Design alu_operand_loader, sky130hd; sources not shown.
**Run 1: drive-strength map**

Scale bar: 20 µm.
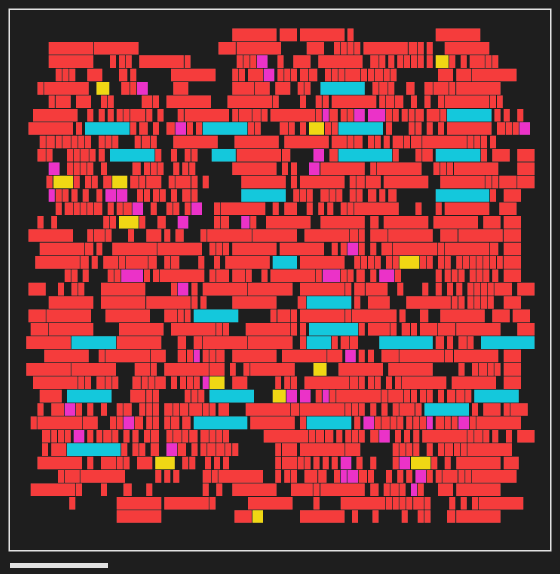
legend:
  x2:
    color: magenta
    cells: 43
    share: 4.7%
    most_used: nor2_2
  x3 and x4:
    color: yellow
    cells: 13
    share: 1.4%
    most_used: nor2_4
  x1 and smaller:
    color: red
    cells: 824
    share: 91%
    most_used: nand2_1
  x6 and larger:
    color: cyan
    cells: 26
    share: 2.9%
    most_used: clkbuf_16
final instance area: 7692 µm²
Layout Area Growth over Synthesis: 19.03%
Worst Slack Setup Final: 4.282 ns
bufs w/o clock: 40

**Run 1: metal 2**

Scale bar: 20 µm. Cells faint in the background.
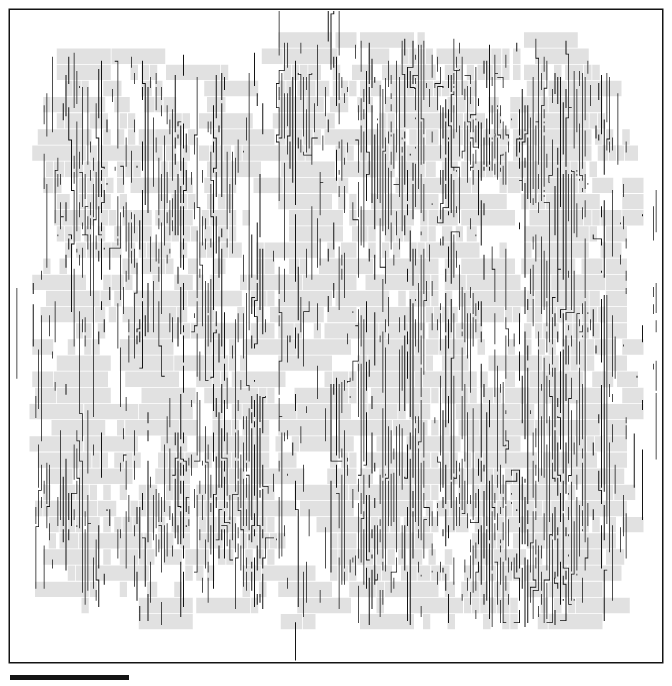
wire length on this layer: 7,210 µm
main direction: vertical
longest straight run: 43.2 µm
share of all routed wire: 49%
routing usage on met2: 44.89%
total number of vias: 5,591
total wire length: 14,620 µm

**Run 1: congestion heat map**

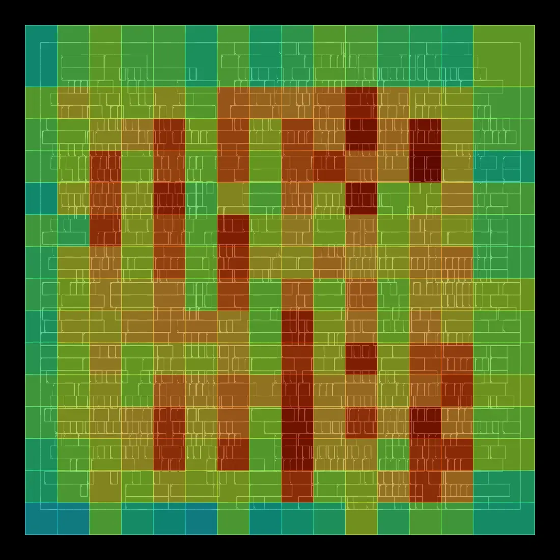
grt peak-use layer: met2
met3 Use GR: 6.577%

**Run 1: close-up of the layout**

Scale bar: 10 µm. Window x 35 to 75, y 13 to 53 µm. Cells in gray, sequential cells in the stronger gray; small squares are vias.
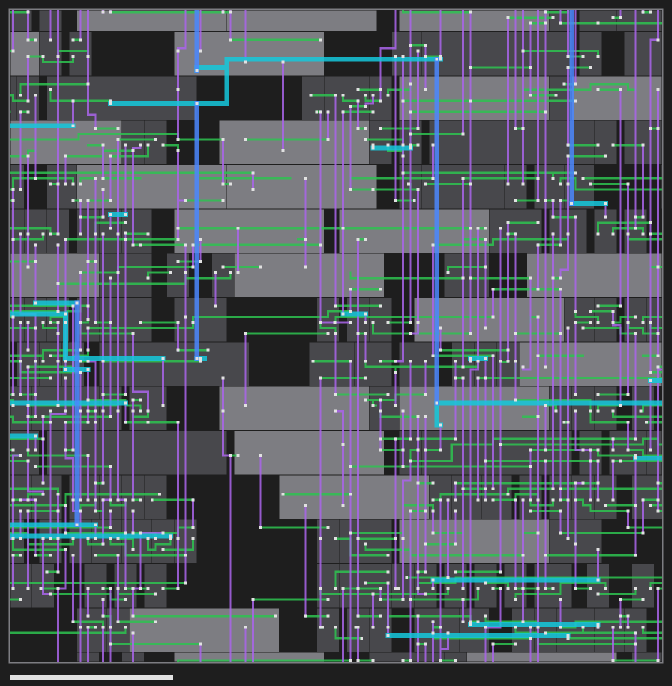
legend:
  M3:
    color: cyan
  M1:
    color: green
  M4:
    color: blue
  M2:
    color: purple
most frequent: nor2_1 (37), nand2_1 (31), dfrtp_1 (20)
sequential cells in the window: 20
cells with their middle in the window: 148

==> impl_metrics.env <==
# yosys + openroad results
export IMPL_use_met1_pct=33.36
export IMPL_clk_path_buf_depth=2
export IMPL_cp_num_cells=1
export IMPL_htreeDepth=4
export IMPL_wire_per_inst_um=14.03
export IMPL_status="completed"
export IMPL_maxSlewViolCount=0
export IMPL_fp_utilization_pct=62.04
export IMPL_logic_area_um2=2828
export IMPL_final_antenna_net_count=0
export IMPL_die_x_um=109.8
export IMPL_cp_arrival_ns=1.67
export IMPL_cts_sinks=128
export IMPL_yosys_cells=839
export IMPL_rr_worst_depth=5
export IMPL_clkLatencyLatePin_ns=0.52
export IMPL_grt_pass1_wl_um=25010
export IMPL_route_detailed_drc=0
export IMPL_synth_largest_area_cell="dfrtp_1"
export IMPL_critical_path_class="flip-flop to output port"
export IMPL_die_h_um=109.8
export IMPL_ys_seq_share_pct=49.56
export IMPL_period_used_pct=42.45
export IMPL_core_region_area_um2=10420
export IMPL_largest_reg_flops=80
export IMPL_drt_pass1_iterations=6
export IMPL_cp_cell_sequence="clkdlybuf4s50_1"
export IMPL_grt_usage_pct=26.74
export IMPL_total_power_mw=1.692
export IMPL_die_area_um2=12050
export IMPL_antenna_found_initial=0
export IMPL_cap_violations=0
export IMPL_fill_cells=793
export IMPL_ff_latch_area_um2=3203
export IMPL_rrSetupSlack_ns=5.73
export IMPL_ctsHoldBuffers=0
export IMPL_place_hpwl_um=10180
export IMPL_synthTopCellsByArea="dfrtp_1 (50%), nand2_1 (12%), nor2_1 (11%), inv_1 (5.7%), nand3_1 (4.7%)"
export IMPL_finalSetupViolCount=0
export IMPL_synth_warning_count=0
export IMPL_crit_required_ns=5.95
export IMPL_fmax_mhz=316.6
export IMPL_yosysChipArea_um2=6462
export IMPL_cts_buffers=17
export IMPL_cp_end_kind="output port"
export IMPL_cts_setup_buffers=0
export IMPL_worst_pin_slew_ns=0.6429
export IMPL_cp_slowest_stage_delay_ns=0.73
export IMPL_ys_types=29
run 1: cells by family (layout without fill, tap and decap cells):
kind of cell	after synthesis	in the layout	share of synthesized area, %
AND-OR/OR-AND	35	35	2.924
XOR/XNOR	38	38	5.150
adder cells (fa/ha/maj)	7	7	1.355
buffers and inverters	111	178	6.680
flip-flops	128	128	49.56
other	1	1	0.05803
AND/OR/NAND/NOR	519	519	34.27
run 1: area by class of cell:
type / count / share of cell area, %
clock inverter: 13 / 3.042
timing repair buffer: 40 / 5.400
sequential: 128 / 41.64
inverter: 106 / 5.205
clock buffer: 19 / 5.742
tap: 136 / 2.212
multi-input combinational: 600 / 36.76
run 1: synthesized netlist by cell type:
master,number
dfrtp_1,128
inv_2,8
and2_1,1
nand3_1,61
a21oi_1,5
nand2_2,13
nand4_1,7
xnor2_1,14
buf_2,3
xor2_1,24
nand3_2,1
a21o_1,4
ha_1,7
conb_1,1
nor2_1,197
nor3_1,7
nand2_1,200
nor2_4,5
o21ai_1,17
inv_1,98
buf_4,1
and3_1,2
buf_6,1
nor3b_1,6
o21ai_2,1
nor2_2,17
nor3b_2,1
nor3_2,1
o21ai_0,8
run 1: per-stage QoR:
step | setup WS [ns] | instance area (µm²) | util, % | std cells | hold slack (ns)
after CTS | 4.261 | 7692 | 73.85 | 1042 | 0.3482
after detailed placement | 4.375 | 7017 | 67.36 | 1010 | 0.3347
final | 4.282 | 7692 | 73.85 | 1042 | 0.3488
after floorplan | 2.539 | 6462 | - | 839 | 0.3312
after global placement | 4.053 | 6989 | 67.10 | 1009 | 0.3318
after global routing | 4.246 | 7692 | 73.85 | 1042 | 0.3681
run 1: power groups by stage:
stage	clock [mW]	combinational, mW	sequential (mW)
5_1_grt	0.981	0.0539	0.712
6_report	0.934	0.0470	0.712
3_5_place_dp	0	0.0479	0.724
4_1_cts	0.945	0.0483	0.711
2_1_floorplan	0	0.0275	0.722
3_3_place_gp	0	0.0446	0.723
run 1: worst reg2reg max path, stage by stage, from the launching register on:
cell	delay, ns
dfrtp_1	0.52
inv_1	0.13
nand2_1	0.07
o21ai_2	0.51
nand2_1	0.20
o21ai_1	0.18
run 1: routing by layer:
metal | wire (µm) | part of all wire [%] | vias up
li1 | - | - | 2687
met1 | 6056 | 41 | 2638
met2 | 7211 | 49 | 218
met3 | 951 | 6.5 | 48
met4 | 397 | 2.7 | 0
met5 | 0 | 0 | -
run 1: cell usage in the layout, fill, tap and decap left out, types with 13 or more instances in the layout:
cell,Yosys,layout
clkbuf_16,0,16
clkdlybuf4s50_1,0,38
dfrtp_1,128,128
nand2_1,200,200
nand3_1,61,61
nand2_2,13,13
nor2_2,17,17
xnor2_1,14,14
nor2_1,197,197
xor2_1,24,24
o21ai_1,17,17
inv_1,98,97
Power and IR drop assume default switching activity.
